**Routing congestion**

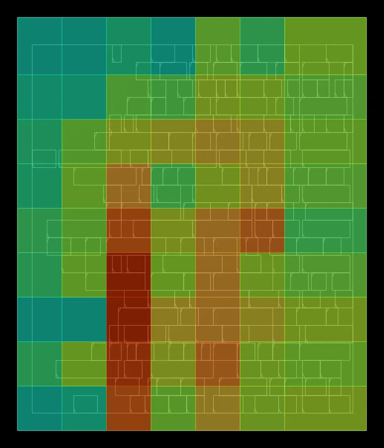
**Sequential cells coloured by netlist name**

Bar = 20 microns.
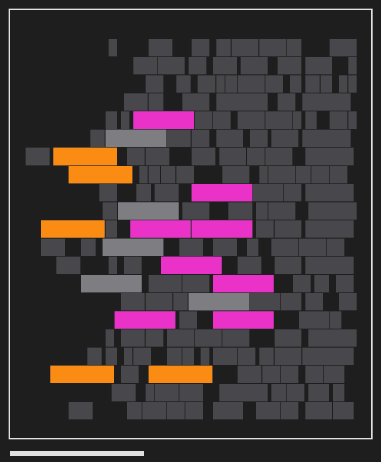
**Cells coloured by class**

Bar = 20 microns.
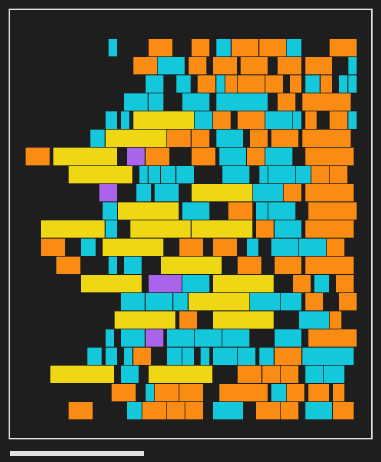
**Wiring by layer**

Bar = 20 microns. Two of the layers only.
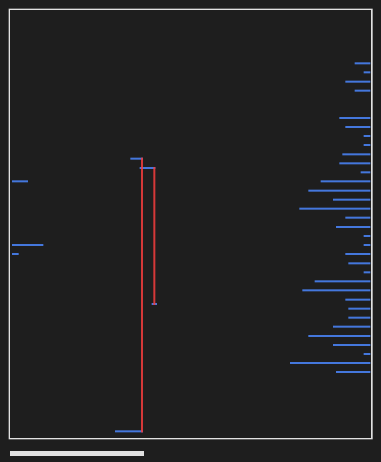
==> src/rtl/sm83_intc.sv <==
// SM83 interrupt controller: edge-detected request flags (IF), an enable
// register (IE), a CPU-visible register window and a per-source irq vector.
// Arbitration between pending sources is left to the CPU.
module sm83_intc #(
    parameter int unsigned NUM_SRC = 5,
    parameter logic [15:0] IF_ADR  = 16'hFF0F,
    parameter logic [15:0] IE_ADR  = 16'hFFFF
) (
    input  logic               clk,
    input  logic               reset,
    input  logic [15:0]        adr,
    input  logic [7:0]         wdata,
    input  logic               rd,
    input  logic               wr,
    output logic [7:0]         rdata,
    output logic               rdata_oe,
    input  logic [NUM_SRC-1:0] src,
    output logic [7:0]         irq,
    input  logic [7:0]         iack,
    output logic [7:0]         dbg_if,
    output logic [7:0]         dbg_ie
);

    localparam int unsigned REG_W = 8;
    // Bits of an 8-bit register image that correspond to real sources.
    localparam logic [REG_W-1:0] IMPL_MASK = REG_W'((9'd1 << NUM_SRC) - 9'd1);

    logic [NUM_SRC-1:0] src_q, src_d;
    logic [NUM_SRC-1:0] if_q, if_d;
    logic [REG_W-1:0]   ie_q, ie_d;

    logic [NUM_SRC-1:0] rise;
    logic               hit_if, hit_ie;
    logic [REG_W-1:0]   if_pad;
    logic [REG_W-1:0]   if_rd;

    assign hit_if = (adr == IF_ADR);
    assign hit_ie = (adr == IE_ADR);
    assign rise   = src & ~src_q;

    // Register images: implemented IF bits zero-extended, unimplemented bits read as 1.
    assign if_pad = REG_W'(if_q);
    assign if_rd  = if_pad | ~IMPL_MASK;

    // Next-state: a rising edge beats an acknowledge, which beats a CPU write.
    always_comb begin
        src_d = src;
        if_d  = if_q;
        ie_d  = ie_q;
        for (int i = 0; i < int'(NUM_SRC); i++) begin
            if (rise[i]) begin
                if_d[i] = 1'b1;
            end else if (iack[i]) begin
                if_d[i] = 1'b0;
            end else if (wr && hit_if) begin
                if_d[i] = wdata[i];
            end
        end
        if (wr && hit_ie) begin
            ie_d = wdata;
        end
    end

    // State registers; src_q resets high so a level held through reset is not an edge.
    always_ff @(posedge clk or posedge reset) begin
        if (reset) begin
            src_q <= '1;
            if_q  <= '0;
            ie_q  <= '0;
        end else begin
            src_q <= src_d;
            if_q  <= if_d;
            ie_q  <= ie_d;
        end
    end

    // Requests to the CPU, purely from registered state.
    assign irq    = if_pad & ie_q & IMPL_MASK;
    assign dbg_if = if_pad;
    assign dbg_ie = ie_q;

    // Read mux: returns the pre-edge register contents for any decoded hit.
    always_comb begin
        rdata    = '0;
        rdata_oe = 1'b0;
        if (rd && hit_if) begin
            rdata    = if_rd;
            rdata_oe = 1'b1;
        end else if (rd && hit_ie) begin
            rdata    = ie_q;
            rdata_oe = 1'b1;
        end
    end

endmodule
==> config.mk <==
export PLATFORM = sky130hd
export DESIGN_NAME = sm83_intc
export DESIGN_NICKNAME = d
export VERILOG_FILES = /design/src/rtl/sm83_intc.sv
export SDC_FILE = /design/constraint.sdc
export NUM_CORES = 1
export LEC_CHECK = 0
export CORE_ASPECT_RATIO = 1.2
export CORE_MARGIN = 2
export CORE_UTILIZATION = 34
export DETAILED_ROUTE_END_ITERATION = 8
export PLACE_DENSITY = 0.8
export SLEW_MARGIN = 10
export SYNTH_ARGS = -nofsm -noshare
export SYNTH_HDL_FRONTEND = slang
export SYNTH_SLANG_ARGS = --single-unit
==> constraint.sdc <==
create_clock -name clk -period 2.1 [get_ports clk]
set_clock_uncertainty 0.2 [all_clocks]
set_input_delay 0.42 -clock clk [delete_from_list [all_inputs] [get_ports clk]]
set_output_delay 0.42 -clock clk [all_outputs]
set_load 0.05 [all_outputs]
==> changes_impl.md <==
### Physical design

* Outcome: complete, but fails checks
* Failing checks: setup timing
* Initial antenna violation count at 0
* Cell Rows at 21
* Synth-to-layout area growth at 88.6%
* Initial DRT Pass Iterations at 4
* M1 wire length at 1.33 mm
* Final-layout clock-cell area share at 0.0188
* R2r setup slk at 980 ps
* Switch share at 0.297
* Synth top area share at 0.318
* Number of multi-input combinational cells at 77
* Critical Path, Cell by Cell: buf_6 -> nand4_1 -> or4_4 -> nor2_4 -> buf_12
* Io pins at 74
* Endpoints failing setup at 9
* Gate Area at 631 sq um
* Cell taking the most area after synthesis: dfrtp_1
* Vias at 1028
* Critical path type: primary input to primary output
* Mux area share at 0.137
* TritonCTS clock tree: done
* Commonest Layout Cell: buf_4
* Final setup margin at -174 ps
* Leakage at 0.828 nW
-- 'routing congestion' (at the start) --
met3 usage: 0.00701
final core utilization: 0.680

-- 'sequential cells coloured by netlist name' (at the start) --
[magenta] `dbg_ie` | placed flops: 8 | where: centre
[orange] `src_q` | placed flops: 5
not coloured: 5

-- 'cells coloured by class' (at the start) --
[cyan] remaining logic cells | cells: 80 | share of their area: 34%
[purple] clock drivers and dummy loads | cells: 4 | share of their area: 1.9%
[yellow] registers | cells: 18 | share of their area: 24%
[orange] remaining buffers and delay cells | cells: 75 | share of their area: 40%

-- 'wiring by layer' (at the start) --
[blue] M3 | wire length: 155 microns
[red] M4 | wire length: 61.2 microns

Power figures rest on the tool's default switching activity, not on a simulated workload.
